**config.mk**
```make
export PLATFORM = sky130hd
export DESIGN_NAME = matrix_scroller
export DESIGN_NICKNAME = d
export VERILOG_FILES = /design/src/rtl/matrix_scroller_pkg.sv /design/src/rtl/matrix_scroller_line_ram.sv /design/src/rtl/matrix_scroller.sv
export SDC_FILE = /design/constraint.sdc
export NUM_CORES = 1
export LEC_CHECK = 0
export CORE_MARGIN = 8
export CORE_UTILIZATION = 35
export CTS_BUF_LIST = sky130_fd_sc_hd__clkbuf_2
export CTS_CLUSTER_SIZE = 28
export DETAILED_ROUTE_END_ITERATION = 7
export SYNTH_ARGS = -nofsm -noshare
export SYNTH_HDL_FRONTEND = slang
export SYNTH_SLANG_ARGS = --single-unit
```
**constraint.sdc**
```tcl
create_clock -name clk -period 4.9 [get_ports clk]
set_input_delay 0.49 -clock clk [delete_from_list [all_inputs] [get_ports clk]]
set_output_delay 0.49 -clock clk [all_outputs]
set_load 0.05 [all_outputs]
```
**src/rtl/matrix_scroller_pkg.sv**
```systemverilog
// Shared definitions for the matrix scroller: scan states, default geometry
// and the address-width helper used to size counters and buffer ports.
package matrix_scroller_pkg;

  localparam int DEF_COLS       = 5;
  localparam int DEF_ROWS       = 7;
  localparam int DEF_CHARS      = 3;
  localparam int DEF_SCROLL_DIV = 4;

  typedef enum logic [0:0] {
    ST_IDLE = 1'b0,
    ST_SCAN = 1'b1
  } scan_state_e;

  // Bits needed to index n entries, never less than one.
  function automatic int calc_aw(input int n);
    int w;
    w = 1;
    for (int i = 1; i < 31; i++) begin
      if ((1 << w) < n) w = w + 1;
    end
    return w;
  endfunction

endpackage

```
**src/rtl/matrix_scroller_line_ram.sv**
```systemverilog
// Line buffer for the scroller: one synchronous write port, one
// asynchronous read port, contents deliberately left unreset.
module line_ram
  import matrix_scroller_pkg::*;
#(
  parameter int COLS  = DEF_COLS,
  parameter int DEPTH = DEF_ROWS * DEF_CHARS,
  parameter int AW    = calc_aw(DEF_ROWS * DEF_CHARS)
) (
  input  logic            clk,
  input  logic            we,
  input  logic [AW-1:0]   waddr,
  input  logic [COLS-1:0] wdata,
  input  logic [AW-1:0]   raddr,
  output logic [COLS-1:0] rdata
);

  logic [COLS-1:0] mem [DEPTH];

  // Store a line; addresses past the last line are dropped.
  always_ff @(posedge clk) begin
    if (we && (32'(waddr) < DEPTH)) mem[waddr] <= wdata;
  end

  // Combinational read, so a same-edge write is seen only on the next read.
  assign rdata = mem[raddr];

endmodule

```
**src/rtl/matrix_scroller.sv**
```systemverilog
// Row-multiplexed LED matrix driver that scans ROWS lines out of a circular
// line buffer and scrolls the visible window by one line every SCROLL_DIV
// frames.
module matrix_scroller
  import matrix_scroller_pkg::*;
#(
  parameter int  COLS       = DEF_COLS,
  parameter int  ROWS       = DEF_ROWS,
  parameter int  CHARS      = DEF_CHARS,
  parameter int  SCROLL_DIV = DEF_SCROLL_DIV,
  localparam int DEPTH      = ROWS * CHARS,
  localparam int AW         = calc_aw(DEPTH)
) (
  input  logic            clk,
  input  logic            rst_n,
  input  logic            start,
  input  logic            stop,
  input  logic            dir,
  input  logic            pause,
  input  logic            wr_en,
  input  logic [AW-1:0]   wr_addr,
  input  logic [COLS-1:0] wr_data,
  output logic [ROWS-1:0] row_sel,
  output logic [COLS-1:0] col_data,
  output logic            frame_start,
  output logic            busy
);

  localparam int RW = calc_aw(ROWS);
  localparam int FW = calc_aw(SCROLL_DIV);

  localparam logic [0:0] IDLE = ST_IDLE;
  localparam logic [0:0] SCAN = ST_SCAN;

  logic [0:0]      state;
  logic [RW-1:0]   row;
  logic [AW-1:0]   offset;
  logic [FW-1:0]   frame_cnt;
  logic            stop_seen;
  logic [AW-1:0]   rd_addr;
  logic [COLS-1:0] rd_data;
  logic            last_row;
  logic            step_due;

  // (base + r) mod DEPTH; both operands are below DEPTH so one fold suffices.
  function automatic logic [AW-1:0] wrap_index(input logic [AW-1:0] base,
                                               input logic [RW-1:0] r);
    logic [AW:0] sum;
    sum = {1'b0, base} + (AW+1)'(r);
    if (32'(sum) >= DEPTH) sum = sum - (AW+1)'(DEPTH);
    return sum[AW-1:0];
  endfunction

  // One scroll step with wrap at both ends of the buffer.
  function automatic logic [AW-1:0] step_offset(input logic [AW-1:0] cur,
                                                input logic down);
    if (down) return (cur == '0) ? AW'(DEPTH - 1) : cur - AW'(1);
    return (32'(cur) == DEPTH - 1) ? '0 : cur + AW'(1);
  endfunction

  assign last_row = (32'(row) == ROWS - 1);
  assign step_due = (32'(frame_cnt) == SCROLL_DIV - 1);
  assign rd_addr  = wrap_index(offset, row);

  line_ram #(
    .COLS  (COLS),
    .DEPTH (DEPTH),
    .AW    (AW)
  ) u_line_ram (
    .clk   (clk),
    .we    (wr_en),
    .waddr (wr_addr),
    .wdata (wr_data),
    .raddr (rd_addr),
    .rdata (rd_data)
  );

  // Scan control: row sequencing, stop latching at frame end, frame counting
  // and scroll stepping, all confined to the edge that emits the last row.
  always_ff @(posedge clk or negedge rst_n) begin
    if (!rst_n) begin
      state     <= IDLE;
      row       <= '0;
      offset    <= '0;
      frame_cnt <= '0;
      stop_seen <= 1'b0;
    end else begin
      case (state)
        IDLE: begin
          stop_seen <= 1'b0;
          if (start) state <= SCAN;
        end
        SCAN: begin
          if (last_row) begin
            row       <= '0;
            stop_seen <= 1'b0;
            if (stop || stop_seen) state <= IDLE;
            if (step_due) begin
              frame_cnt <= '0;
              if (!pause) offset <= step_offset(offset, dir);
            end else begin
              frame_cnt <= frame_cnt + FW'(1);
            end
          end else begin
            row <= row + RW'(1);
            if (stop) stop_seen <= 1'b1;
          end
        end
        default: state <= IDLE;
      endcase
    end
  end

  // Registered display outputs, forced to zero whenever not scanning.
  always_ff @(posedge clk or negedge rst_n) begin
    if (!rst_n) begin
      row_sel     <= '0;
      col_data    <= '0;
      frame_start <= 1'b0;
      busy        <= 1'b0;
    end else if (state == SCAN) begin
      row_sel     <= ROWS'(1) << row;
      col_data    <= rd_data;
      frame_start <= (row == '0);
      busy        <= 1'b1;
    end else begin
      row_sel     <= '0;
      col_data    <= '0;
      frame_start <= 1'b0;
      busy        <= 1'b0;
    end
  end

endmodule

```
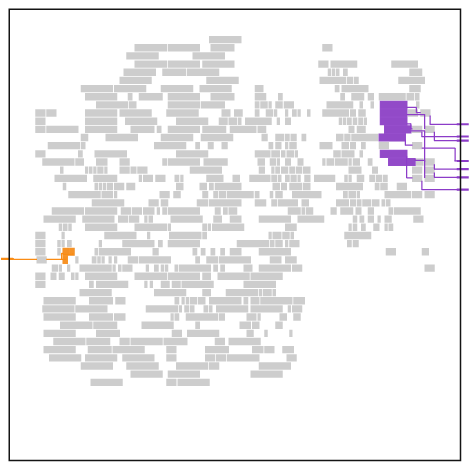
run_1/io_fan.png
(3 px per um)
Purple stands for row_sel, bits 7, direction output, edge right, end cells 7, buffers 7, wire 145 um. Orange stands for wr_en, bits 1, direction input, edge left, end cells 3, buffers 1, wire 21.5 um.
port buffer count: 30
top-level port count: 31

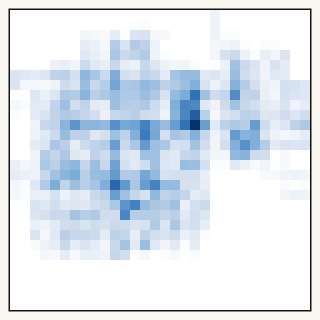
run_1/metal_density.png
(2 px per um) The die is cut into 30 by 30 equal tiles; white is low, dark blue is high, scaled to the fullest tile. Values are wire area over tile area, all layers added.
The emptiest ninth of the die: bottom right. The mean over all tiles is 0.10. The fullest tile reaches 0.75. The densest ninth of the die: middle. 43% of the tiles are nearly empty.

==> results_slide.txt, run 1 <==
Flow Results at a Glance

Run status
  • Status: completed

Critical path
  • Slowest Stage Delay on Critical Path: 0.78 ns
  • Worst R2R Start: row[0]
  • Worst R2R End: col_data[3]
  • R2R setup slack: a little under 0.7 ns
  • Setup crit start kind: flop
  • Critical path arrival: slightly below 5 ns
  • Worst Path Buf+Inv: 1
  • R2r worst-path depth: 11
  • CP Class: reg2reg

Yosys
  • Mux share: 0.1341
  • Cell taking the most area after synthesis: edfxtp_1
  • Synth Cell Area: 0.006280 mm^2
  • Yosys stat area: 0.006280 mm^2
  • Share of the synthesized area in the top cell type: 0.5021
  • Post-synth net total: 501
  • Basic Gates by Area: 0.1132
  • Top_reg_cell synth: edfxtp_1
  • Top non-seq family: multiplexers
  • Ys async rst share: 0.1923
  • Most frequent cell after synthesis: edfxtp_1
  • Top cells by area: edfxtp_1 (50%), dfrtp_1 (10%), mux4_2 (6.1%)
  • Xor/xnor share: 0.008368
  • Yosys cell count: 473
  • Post-Syn Instances: between 400 and 500
  • Synthesized area per cell: 13.28 um^2
  • Syn. warnings: 0

Pwr
  • Total power: around 0.0048 W
  • Power per Cell Area: 675.2 mW/mm^2

Clocking
  • Clock Sinks: between 100 and 150
  • Root Driver: clkbuf_2
  • CTS tree: done
  • Cts repair resizes: 0
  • Clk_lat worst skew: 0.73 ns
  • CTS H-tree depth: 4
  • CTS Buffer Depth: 2
  • Clk slew on worst S/H paths: 0.23 ns

STA
  • Min Tclk post-route: 4.220 ns
  • Final tally of hold violations: 0
  • Final period util: 0.8611
  • Final slew viol count: 0
  • Worst Max-Slew Pin Slew: 1.074 ns
  • Highest clock rate: 237.0 MHz
  • Rel. slew slack: 0.2762
  • Skew final: 0.02990 ns

Final layout
  • Synthesis-to-finish area growth: 12.75%
  • Nets: 530
  • Final Non-Filler Cells: 744
  • Layout cells sized above 1: 0.1534
  • # diodes: 0

Global routing
  • Initial antenna violation count: 0
  • Total gr overflow: 0
  • Largest net degree at the start of global routing: 32
  • Vias in the first global route: 4,033
  • Global-route wire length before repair: 22.63 mm

Route
  • Antenna Nets Post-Route: 0
  • First-iteration detailed-routing DRC count: 327
  • Drc violations: 0
  • Total number of vias: 4,061
  • Vias per cell: 5.458

Die
  • DIE HEIGHT: around 150 um
  • Die area: 0.02249 mm^2
  • Chip width: 150.0 um
  • Core Rows: slightly below 50

Job
  • Log Warnings: 29
  • Max-cap check violation count: 0

Placed design
  • RePlAce Congestion: 0.8105
  • DP Cell Count: around 710
  • Hpwl dp: approximately 10 mm

Min path
  • Worst Hold Class: in2async
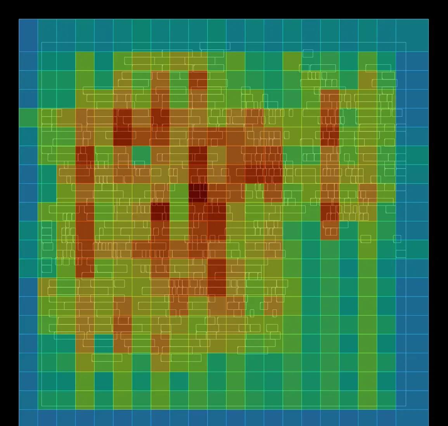
run_1/congestion.png
GRT Total Usage: 0.1339
wire per inst: 19.22 um
GR peak layer: met2
met1 usage: 0.1714
Core Util, Final: 0.3982

## run 1: where the power goes
part / internal, W / switching [W] / total, W
clock: 0.000302 / 0.000456 / 0.000758
sequential: 0.00129 / 0.0000845 / 0.00138
combinational: 0.00111 / 0.00153 / 0.00264
total: 0.00271 / 0.00208 / 0.00478
## run 1: metrics by stage
step / hold slack [ns] / cell area [um^2]
4_1_cts: 0.06019 / 7081
5_1_grt: 0.06948 / 7081
3_5_place_dp: 0.4995 / 6797
2_1_floorplan: 0.1944 / 6280
6_report: 0.08606 / 7081
3_3_place_gp: 0.4896 / 6797
## run 1: layout by cell type, fill, tap and decap left out, types with 4 or more instances in the layout
| cell type | count |
|---|---|
| clkdlybuf4s50_1 | 30 |
| dfrtp_1 | 25 |
| edfxtp_1 | 105 |
| and2_1 | 5 |
| clkbuf_2 | 17 |
| nor2b_1 | 6 |
| ha_1 | 10 |
| buf_4 | 7 |
| mux4_2 | 17 |
| o31ai_1 | 5 |
| mux2_2 | 15 |
| nand3_1 | 11 |
| mux2i_1 | 29 |
| a22oi_1 | 5 |
| a211oi_1 | 5 |
| a21o_1 | 4 |
| nand2_1 | 29 |
| nand2b_1 | 11 |
| o211ai_1 | 9 |
| a21oi_1 | 12 |
| o21ai_0 | 12 |
| nor2_1 | 47 |
| nor4_1 | 4 |
| a31oi_1 | 5 |
| inv_1 | 14 |
| nor3_1 | 17 |
## run 1: cells by family after synthesis
kind of cell    Yosys count
compound gates           79
xor+xnor                  3
fa+ha+maj                11
buf+inv                  41
flops                   130
mux                      61
simple gates            148
## run 1: worst max-delay path by stage
stage / start / endpoint / slack [ns]
floorplan: offset[0] / col_data[2] / 1.03
global placement: row[0] / col_data[3] / 0.82
detailed placement: row[0] / col_data[3] / 0.70
CTS: row[0] / col_data[3] / 0.67
global route: row[0] / col_data[3] / 0.41
finish: row[0] / col_data[3] / 0.68
## run 1: sequential cells by signal, summed over array words and instances (netlist names)
| name | count |
|---|---|
| frame_cnt | 2 |
| busy | 1 |
| offset | 5 |
| col_data | 5 |
| state | 1 |
| stop_seen | 1 |
| row_sel | 6 |
| u_line_ram.mem | 105 |
| row | 3 |
| frame_start | 1 |
## run 1: worst register-to-register path, stage by stage (launching register included)
cell	delay, ns
dfrtp_1	0.54
ha_1	0.25
inv_1	0.06
fa_1	0.49
nand2b_1	0.21
or4_1	0.45
o21ai_1	0.18
a211oi_4	0.07
xnor2_2	0.78
mux4_2	0.62
a22o_1	0.24
a211o_1	0.26
## run 1: per-layer routing
layer	wire length (um)	GRT usage	share of wire	vias to the layer above
li1	-	-	-	1870
met1	6380	0.1714	0.45	2024
met2	6827	0.2135	0.48	153
met3	892	0.04082	0.062	14
met4	202	0.04148	0.014	0
met5	0	0	0	-
## run 1: cell type report
| class | count | area, um^2 |
|---|---|---|
| clock buffers | 17 | 85.08 |
| clock inverters | 15 | 198.9 |
| fillers | 1627 | 10700 |
| inverters | 14 | 52.55 |
| multi-input cells | 302 | 2326 |
| flip-flops and latches | 130 | 3779 |
| well taps | 229 | 286.5 |
| repair buffers | 37 | 352.8 |
==> run 2, diff against run 1 <==
--- a/config.mk
+++ b/config.mk
@@ -5,11 +5,12 @@
 export SDC_FILE = /design/constraint.sdc
 export NUM_CORES = 1
 export LEC_CHECK = 0
-export CORE_MARGIN = 8
-export CORE_UTILIZATION = 35
+export CORE_MARGIN = 5
+export CORE_UTILIZATION = 50
 export CTS_BUF_LIST = sky130_fd_sc_hd__clkbuf_2
 export CTS_CLUSTER_SIZE = 28
 export DETAILED_ROUTE_END_ITERATION = 7
+export PLACE_DENSITY = 0.68
 export SYNTH_ARGS = -nofsm -noshare
 export SYNTH_HDL_FRONTEND = slang
 export SYNTH_SLANG_ARGS = --single-unit
==> results_slide.txt, run 2 <==
Flow Results at a Glance

Run status
  • Status: completed (unchanged)

Critical path
  • R2R setup slack: 0.69 ns (was 0.68 ns)
  • Critical path arrival: 4.83 ns (was 4.87 ns)
  • Setup crit start kind: flop (unchanged)
  • Worst R2R Start: row[0] (unchanged)
  • Worst-path fanout max: 31 (was 13)
  • CP Class: reg2reg (unchanged)
  • CP Launch Point: row[0] (unchanged)
  • R2r worst-path depth: 13 (was 11)
  • CP Data Required Time: 5.52 ns (was 5.55 ns)
  • Worst R2R End: col_data[1] (was col_data[3])
  • Crit path capture: col_data[1] (was col_data[3])

Final layout
  • Top reg by flops: u_line_ram.mem (unchanged)
  • Synthesis-to-finish area growth: 11.28% (was 12.75%)
  • Biggest registers after layout: u_line_ram.mem (105), row_sel (6) (unchanged)
  • Max reg flops: 105 (unchanged)
  • Top cell excl fill/tap: edfxtp_1 (unchanged)
  • Layout cells sized above 1: 0.1583 (was 0.1534)
  • Nets: 533 (was 530)
  • Most frequent cells in the layout: edfxtp_1 (105), nor2_1 (47), clkdlybuf4s50_1 (30) (unchanged)

Clocking
  • Cts hold-fix bufs: 0 (unchanged)
  • Clock Sinks: 130 (unchanged)
  • Cts repair resizes: 0 (unchanged)
  • Clk slew on worst S/H paths: 0.21 ns (was 0.23 ns)
  • Root Driver: clkbuf_2 (unchanged)
  • Clk_lat worst skew: 0.71 ns (was 0.73 ns)
  • CTS H-tree depth: 4 (unchanged)
  • CTS Buffer Depth: 2 (unchanged)
  • CTS tree: done (unchanged)

Yosys
  • Top cells by area: edfxtp_1 (50%), dfrtp_1 (10%), mux4_2 (6.1%) (unchanged)
  • Unique cell types: 55 (unchanged)
  • Post-Syn Instances: 473 (unchanged)
  • Top_reg_cell synth: edfxtp_1 (unchanged)
  • Synth Cell Area: 0.006280 mm^2 (unchanged)
  • Post-synth EDFFs: 105 (unchanged)
  • Ys async rst share: 0.1923 (unchanged)
  • Most frequent cell after synthesis: edfxtp_1 (unchanged)
  • Yosys cell count: 473 (unchanged)
  • Share of the synthesized area in the top cell type: 0.5021 (unchanged)
  • Yosys stat area: 0.006280 mm^2 (unchanged)
  • Post-synth net total: 501 (unchanged)
  • Cell taking the most area after synthesis: edfxtp_1 (unchanged)
  • Syn. warnings: 0 (unchanged)
  • Mux share: 0.1341 (unchanged)
  • Top non-seq family: multiplexers (unchanged)
  • Basic Gates by Area: 0.1132 (unchanged)
  • Synthesized area per cell: 13.28 um^2 (unchanged)
  • Xor/xnor share: 0.008368 (unchanged)

Placed design
  • Port buffer count: 30 (unchanged)
  • Hpwl dp: 9.541 mm (was 9.960 mm)
  • RePlAce Congestion: 0.9741 (was 0.8105)

Global routing
  • Initial antenna violation count: 1 (was 0)
  • Global-route wire length before repair: 21.87 mm (was 22.63 mm)
  • Total gr overflow: 0 (unchanged)
  • Largest net degree at the start of global routing: 32 (unchanged)
  • Vias in the first global route: 4,060 (was 4,033)
  • GRT Total Usage: 0.1983 (was 0.1339)

Route
  • Wire per inst: 19.80 um (was 19.22 um)
  • Drc violations: 0 (unchanged)
  • First-iteration detailed-routing DRC count: 335 (was 327)
  • Antenna Nets Post-Route: 0 (unchanged)
  • Total number of vias: 4,118 (was 4,061)
  • Vias per cell: 5.959 (was 5.458)

STA
  • Min Tclk post-route: 4.209 ns (was 4.220 ns)
  • Final period util: 0.8590 (was 0.8611)
  • Skew final: 0.03233 ns (was 0.02990 ns)
  • Highest clock rate: 237.6 MHz (was 237.0 MHz)
  • Final slew viol count: 0 (unchanged)
  • Worst Max-Slew Pin Slew: 0.8977 ns (was 1.074 ns)
  • Rel. slew slack: 0.3931 (was 0.2762)
  • Final tally of hold violations: 0 (unchanged)

Die
  • DIE HEIGHT: 122.1 um (was 150.0 um)
  • Top-level port count: 31 (unchanged)
  • Core Rows: 41 (was 49)
  • Die area: 0.01490 mm^2 (was 0.02249 mm^2)
  • Chip width: 122.1 um (was 150.0 um)

Pwr
  • Power per Cell Area: 668.3 mW/mm^2 (was 675.2 mW/mm^2)

Job
  • Max-cap check violation count: 0 (unchanged)
  • Log Warnings: 29 (unchanged)

Min path
  • Worst Hold Class: in2async (unchanged)
run 2: cell counts after synthesis:
No cell type changed its count.
run 2: area by class of cell:
class / count / area, um^2
multi-input combinational: 302 / 2326
fill: 1018 / 5478
clock buffer: 17 / 85.08
timing repair buffer: 40 / 375.4
antenna: 1 / 2.502
tap: 172 / 215.2
inverter: 14 / 52.55
sequential: 130 / 3779
clock inverter: 15 / 152.6
run 2: worst min-delay path by stage:
stage | endpoint | slack [ns] | cells after the start
2_1_floorplan | busy | 0.19 | 0
3_3_place_gp | frame_cnt[0] | 0.49 | 1
3_5_place_dp | col_data[1] | 0.50 | 2
4_1_cts | offset[2] | 0.03 | 2
5_1_grt | col_data[4] | 0.05 | 2
6_report | offset[2] | 0.1 | 2
run 2: per-stage QoR:
step           cell area, um^2  hold slack [ns]  utilization  power (W)  std cells
2_1_floorplan             6280           0.1944            -   0.003400        473
5_1_grt                   6988          0.05348       0.5606   0.004964        691
3_3_place_gp              6748           0.4908       0.5413   0.004013        658
6_report                  6988          0.09617       0.5606   0.004670        691
4_1_cts                   6985          0.03269       0.5604   0.004689        690
3_5_place_dp              6748           0.4952       0.5413   0.004055        658
run 2: kinds of logic after synthesis:
group           Yosys count
buf+inv                  41
xor+xnor                  3
compound gates           79
fa+ha+maj                11
simple gates            148
mux                      61
flops                   130
run 2: metal layers:
metal | vias to the layer above | share of wire | GRT usage
met5 | - | 0 | 0
met4 | 0 | 0.030 | 0.09377
met3 | 37 | 0.058 | 0.04689
met2 | 186 | 0.50 | 0.3246
met1 | 2020 | 0.41 | 0.2502
li1 | 1875 | - | -
run 2: critical path, cell delays in order, from the launching register on:
cell,delay (ns)
dfrtp_1,0.54
ha_1,0.24
inv_1,0.06
fa_1,0.49
xnor2_4,0.30
a21boi_4,0.29
o221ai_2,0.15
a211oi_4,0.29
buf_4,0.40
mux2i_1,0.43
buf_4,0.24
mux2_2,0.34
a22oi_1,0.22
nand4_1,0.11
run 2: where the power goes:
| group | switching, W | internal, W | leakage [nW] |
|---|---|---|---|
| registers | 0.0000758 | 0.00129 | 1.26 |
| clock network | 0.000435 | 0.000196 | 0.125 |
| logic | 0.00153 | 0.00114 | 1.07 |
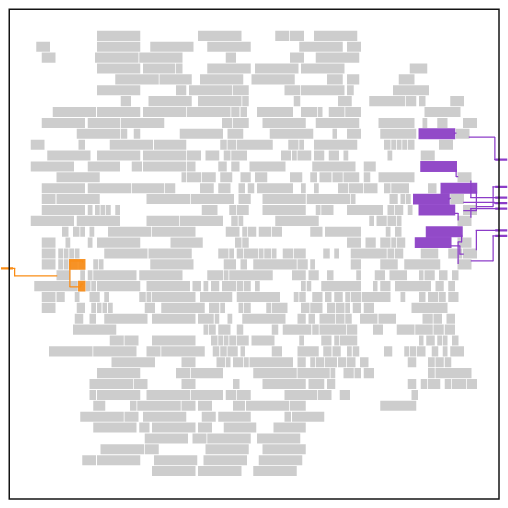
run_2/io_fan.png
(4 px per um)
Purple stands for row_sel, bits 7, direction output, edge right, end cells 7, buffers 7, wire 102 um. Orange stands for wr_en, bits 1, direction input, edge left, end cells 3, buffers 1, wire 27.1 um.

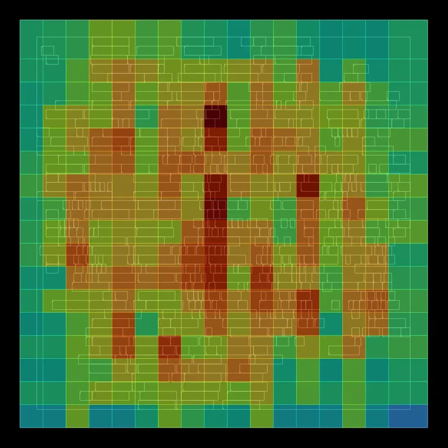
run_2/congestion.png
met1 usage: 0.2502
GRT met2 Usage: 0.3246
Core Util, Final: 0.5606

Power and IR drop assume default switching activity.
